==> src/rtl/goldschmidt_div_seq.sv <==
// Self-sequenced Goldschmidt fixed-point divider, Q2.(WIDTH-2) operands.
// One shared WIDTH x WIDTH multiplier is time-multiplexed across the
// numerator, denominator and remainder steps under a small FSM.
module goldschmidt_div_seq #(
   parameter int              WIDTH = 30,
   parameter int              ITERS = 4,
   parameter logic [WIDTH-1:0] K0   = {3'b011, {(WIDTH-3){1'b0}}}
) (
   input  logic             clk,
   input  logic             reset,
   input  logic             start,
   input  logic [WIDTH-1:0] numerator,
   input  logic [WIDTH-1:0] denominator,
   output logic             busy,
   output logic             done,
   output logic             err,
   output logic [WIDTH-1:0] quotient,
   output logic [WIDTH-1:0] remainder
);

   localparam int CW = (ITERS > 1) ? $clog2(ITERS) : 1;

   typedef enum logic [2:0] {
      IDLE = 3'd0,
      NUM  = 3'd1,
      DEN  = 3'd2,
      REM  = 3'd3,
      DONE = 3'd4
   } state_t;

   state_t            state;
   state_t            next_state;
   logic [WIDTH-1:0]  n;
   logic [WIDTH-1:0]  d;
   logic [WIDTH-1:0]  k;
   logic [WIDTH-1:0]  r;
   logic [WIDTH-1:0]  n_lat;
   logic [WIDTH-1:0]  d_lat;
   logic [CW-1:0]     cnt;
   logic              bad_div;
   logic              norm;
   logic              last_iter;
   logic [WIDTH-1:0]  mul_a;
   logic [WIDTH-1:0]  mul_b;
   logic [2*WIDTH-1:0] prod_full;
   logic [WIDTH-1:0]  prod;
   logic              unused_prod_bits;

   // Divisor must lie in [0.5,1): integer bits clear, top fraction bit set.
   function automatic logic is_normalised(input logic [WIDTH-1:0] v);
      return (v[WIDTH-1:WIDTH-2] == 2'b00) && v[WIDTH-3];
   endfunction

   assign norm      = is_normalised(denominator);
   assign last_iter = (cnt == CW'(ITERS - 1));

   // Select the operand pair for the single shared multiplier.
   always_comb begin
      mul_a = n;
      mul_b = k;
      case (state)
         NUM:     begin mul_a = n; mul_b = k;     end
         DEN:     begin mul_a = d; mul_b = k;     end
         REM:     begin mul_a = n; mul_b = d_lat; end
         default: begin mul_a = n; mul_b = k;     end
      endcase
   end

   // Full product, rescaled back to Q2.(WIDTH-2) by truncation.
   assign prod_full        = {{WIDTH{1'b0}}, mul_a} * {{WIDTH{1'b0}}, mul_b};
   assign prod             = prod_full[2*WIDTH-3:WIDTH-2];
   assign unused_prod_bits = ^{prod_full[2*WIDTH-1:2*WIDTH-2], prod_full[WIDTH-3:0]};

   // Next-state logic.
   always_comb begin
      next_state = state;
      case (state)
         IDLE: begin
            if (start) begin
               if (norm) begin
                  next_state = NUM;
               end else begin
                  next_state = DONE;
               end
            end else begin
               next_state = IDLE;
            end
         end
         NUM: next_state = DEN;
         DEN: begin
            if (last_iter) begin
               next_state = REM;
            end else begin
               next_state = NUM;
            end
         end
         REM:     next_state = DONE;
         DONE:    next_state = IDLE;
         default: next_state = IDLE;
      endcase
   end

   // State register.
   always_ff @(posedge clk or posedge reset) begin
      if (reset) begin
         state <= IDLE;
      end else begin
         state <= next_state;
      end
   end

   // Iteration datapath: operand latch, n/d/k refinement, remainder product.
   always_ff @(posedge clk or posedge reset) begin
      if (reset) begin
         n       <= {WIDTH{1'b0}};
         d       <= {WIDTH{1'b0}};
         k       <= {WIDTH{1'b0}};
         r       <= {WIDTH{1'b0}};
         n_lat   <= {WIDTH{1'b0}};
         d_lat   <= {WIDTH{1'b0}};
         cnt     <= {CW{1'b0}};
         bad_div <= 1'b0;
      end else begin
         case (state)
            IDLE: begin
               if (start) begin
                  if (norm) begin
                     n       <= numerator;
                     d       <= denominator;
                     k       <= K0;
                     n_lat   <= numerator;
                     d_lat   <= denominator;
                     cnt     <= {CW{1'b0}};
                     bad_div <= 1'b0;
                  end else begin
                     bad_div <= 1'b1;
                  end
               end
            end
            NUM: n <= prod;
            DEN: begin
               d <= prod;
               // One's complement of the fraction field approximates 2 - d.
               k <= {1'b0, ~prod[WIDTH-2:0]};
               if (!last_iter) begin
                  cnt <= cnt + CW'(1);
               end
            end
            REM:     r <= prod;
            default: ;
         endcase
      end
   end

   // Registered handshake and results; results change only when leaving DONE.
   always_ff @(posedge clk or posedge reset) begin
      if (reset) begin
         busy      <= 1'b0;
         done      <= 1'b0;
         err       <= 1'b0;
         quotient  <= {WIDTH{1'b0}};
         remainder <= {WIDTH{1'b0}};
      end else begin
         busy <= (next_state != IDLE);
         done <= (state == DONE);
         if (state == DONE) begin
            if (bad_div) begin
               err       <= 1'b1;
               quotient  <= {WIDTH{1'b1}};
               remainder <= {WIDTH{1'b0}};
            end else begin
               err       <= 1'b0;
               quotient  <= n;
               remainder <= n_lat - r;
            end
         end
      end
   end

endmodule

==> config.mk <==
export PLATFORM = sky130hd
export DESIGN_NAME = goldschmidt_div_seq
export DESIGN_NICKNAME = d
export VERILOG_FILES = /design/src/rtl/goldschmidt_div_seq.sv
export SDC_FILE = /design/constraint.sdc
export NUM_CORES = 2
export LEC_CHECK = 0
export CORE_MARGIN = 2
export CORE_UTILIZATION = 42
export CTS_CLUSTER_DIAMETER = 120
export DETAILED_ROUTE_END_ITERATION = 8
export PLACE_DENSITY = 0.6
export SETUP_SLACK_MARGIN = 0.15
export SYNTH_ARGS = -nofsm -noshare
export SYNTH_HDL_FRONTEND = slang
export SYNTH_SLANG_ARGS = --single-unit
==> constraint.sdc <==
create_clock -name clk -period 9.8 [get_ports clk]
set_clock_uncertainty 0.1 [all_clocks]
set_input_delay 1.96 -clock clk [delete_from_list [all_inputs] [get_ports clk]]
set_output_delay 1.96 -clock clk [all_outputs]
set_load 0.01 [all_outputs]
Fig. 1: the metal 4 layer
Drawn at 1 px/um.
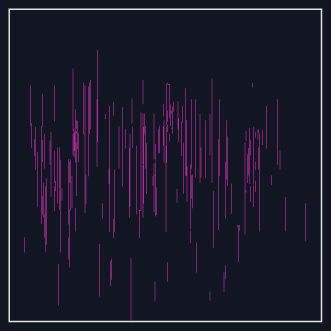
nets with wire on the layer = 117
wire length on this layer = 6240 um
final wirelength: 135000 um
routed vias: 32000

Fig. 2: power grid
Drawn at 1.5 px/um. Pins as bars on the die edge.
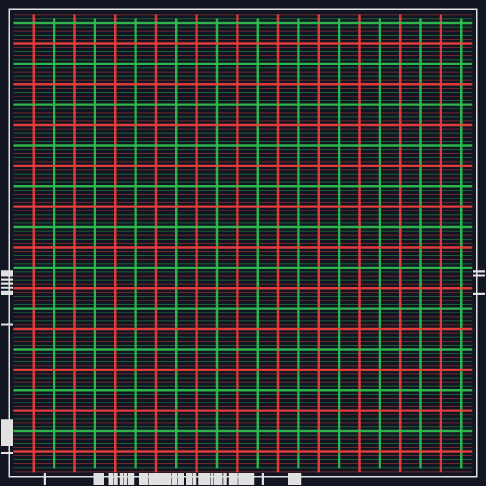
VSS -> red
VDD -> green
met1 rails = 113
rows = 112
met4 straps = 22
met5 straps = 22
CORE AREA: 93200 sq um
horizontal die dimension: 311 um
Die Height: 311 um

Fig. 3: routed clock nets over the placement
Drawn at 2 px/um.
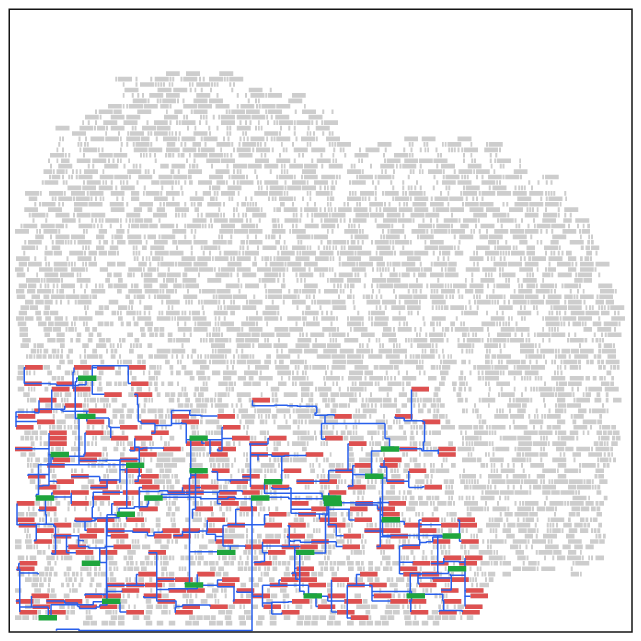
clock-net drivers -> green  # count 26
clock wires -> blue  # length 3420 um
flip-flops -> red  # count 248
routed clock nets = 27

Fig. 4: routing congestion map
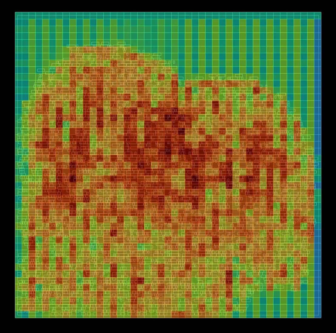
busiest layer in global routing: met2
post-route core utilization: 47.7%
global routing usage summed across all routing layers: 28.4%

==> flow_results.org <==
* Flow results

** Worst setup path
- Sort of element at the start of the critical path :: flop
- Crit. End Element :: flop
- Reg2reg end :: n[23]$_DFFE_PP0P_
- Arrival time of data at the critical path endpoint :: 9.69 ns
- Worst path slowest cell :: sky130_fd_sc_hd__fa_1
- The critical path endpoint has a required time of 10.14 ns.
- Slowest cell delay on critical path :: 0.55 ns
- For reference, the most critical setup path is categorized as flop to flop.
- The critical path ends at n[23]$_DFFE_PP0P_.
- Worst Setup SP :: state[0]$_DFF_PP0_

** Clock network
- CTS clk-pin slew, worst paths :: 0.07 ns
- Post-CTS timing repair inserted 0 buffers for setup.
- Total clock sinks :: 248
- TritonCTS clock tree :: built
- Clock tree buffer depth :: 3

** Detailed routing
- Residual DRC :: 0
- Drt wl/cell :: 22.7 um
- Avg Vias per Cell :: 5.38
- DR iter-0 viols :: 2702

** Layout
- Multi-input combinational cells in the finished layout were counted as 3218.
- Fraction of layout cells with a size suffix above 1 :: 6.65%
- Flop share of the area :: 14.0%
- The non-clock inverters instantiated in the layout total 856.
- Post-synthesis to final-layout area growth :: 12.5%
- Multi-input combinational area share :: 66.4%
- In the final layout, the fill cell count is 9025.
- In the finished design the tool counted flip-flops and latches totalling 248.
- Number of non-clock buffers in the layout :: 319
- Final clock-cell share :: 2.06%

** Place
- Number of buffer cells added on primary ports :: 125
- Per the gpl log, the routability congestion estimate is 0.998.
- Post-Place Worst Slack :: 0.312 ns
- Sum of net half-perimeters after detailed placement :: 109000 um

** Min path
- Worst hold path endpoint :: n_lat[3]$_DFFE_PP0P_
- Worst hold start :: n_lat[3]$_DFFE_PP0P_
- The most critical min-delay path falls under flop to flop.
- Hold path cells :: 2

** Yosys
- Chip Area, Yosys :: 39500 sq um
- Commonest cells in the synthesized netlist :: 855 x sky130_fd_sc_hd__inv_1, 822 x sky130_fd_sc_hd__nand2_1, 779 x sky130_fd_sc_hd__fa_1, 658 x sky130_fd_sc_hd__nor2_1, 260 x sky130_fd_sc_hd__ha_1
- Looking at area per cell type in the netlist, the leader is sky130_fd_sc_hd__fa_1.
- Post-synthesis register bit count :: 248
- Of the post-synthesis cell area, the dominant cell type holds 39.5%.
- In the Yosys stats the netlist draws on 68 distinct library cells.
- Avg Synthesized Cell Area :: 8.71 sq um
- The most frequently used library cell after synthesis is sky130_fd_sc_hd__inv_1.

** Run status
- Outcome :: complete, no violations

** Floorplan
- 126 I/O pins were placed.
- The overall die size recorded for this design is 96500 sq um.

** Final timing
- The max-slew check reports its worst relative slack as 20.9%.
- Of the available clock period, the critical path in the final layout requires 95.4%.
- Setup total negative slack on the finished layout was measured at 0 ns.
- Worst hold margin :: 0.380 ns
- Per the final timing report, the hold violations number 0.
- For this run, the final setup violation count is recorded as 0.
- RSZ-0062 raised after global routing :: true
- Static timing analysis puts the maximum clock frequency at 107 MHz.
- Number of max-slew violations in the final report :: 0
- Counting I/O delays and the setup requirement, the final critical path takes 9.35 ns.

** GRT
- Pin count of the biggest net entering global routing :: 128
- The first global-routing pass estimated 207000 um of wire.
- After global routing the overflow that remains totals 0.
==> sequential cells by signal, summed over array words and instances (netlist names) <==
name / count
k: 29
err: 1
d_lat: 30
busy: 1
bad_div: 1
cnt: 2
state: 3
remainder: 30
quotient: 30
r: 30
d: 30
n: 30
done: 1
n_lat: 30
==> metal layers <==
metal / global-route usage (%) / vias to the layer above / share of wire [%]
met2: 47.1 / 1359 / 47
li1: - / 14000 / -
met5: 0 / - / 0.0096
met3: 5.37 / 346 / 8.1
met4: 10.9 / 2 / 4.6
met1: 36.9 / 16300 / 40
==> metrics by stage <==
stage | cells | cell area [sq um] | util [%]
6_report | 5947 | 44400 | 47.7
5_1_grt | 5946 | 44400 | 47.7
4_1_cts | 5943 | 44300 | 47.6
3_5_place_dp | 5895 | 43400 | 46.6
3_3_place_gp | 5895 | 43400 | 46.6
2_1_floorplan | 4536 | 39500 | -
==> cells by family (layout without fill, tap and decap cells) <==
family,after synthesis,after routing,synth area share [%]
AND-OR/OR-AND,436,436,7.18
buffers and inverters,1070,1223,10.2
other,0,4,0
AND/OR/NAND/NOR,1623,1623,16.3
flip-flops,248,248,15.7
multiplexers,66,66,1.69
XOR/XNOR,54,54,1.20
adder cells (fa/ha/maj),1039,1039,47.7
==> worst max-delay path: cells and delay by family (launching register included) <==
kind | cells | cell delay [ns]
adder cells (fa/ha/maj) | 9 | 4.33
AND-OR/OR-AND | 8 | 1.96
buffers and inverters | 10 | 1.56
AND/OR/NAND/NOR | 3 | 0.46
flip-flops | 1 | 0.42
multiplexers | 1 | 0.20
XOR/XNOR | 1 | 0.16
==> timing repair <==
| action | CTS | global route |
|---|---|---|
| endpoints found under the setup margin | 0 | 48 |
| hold endpoints to repair | 0 | 0 |
| resized | 0 | 15 |
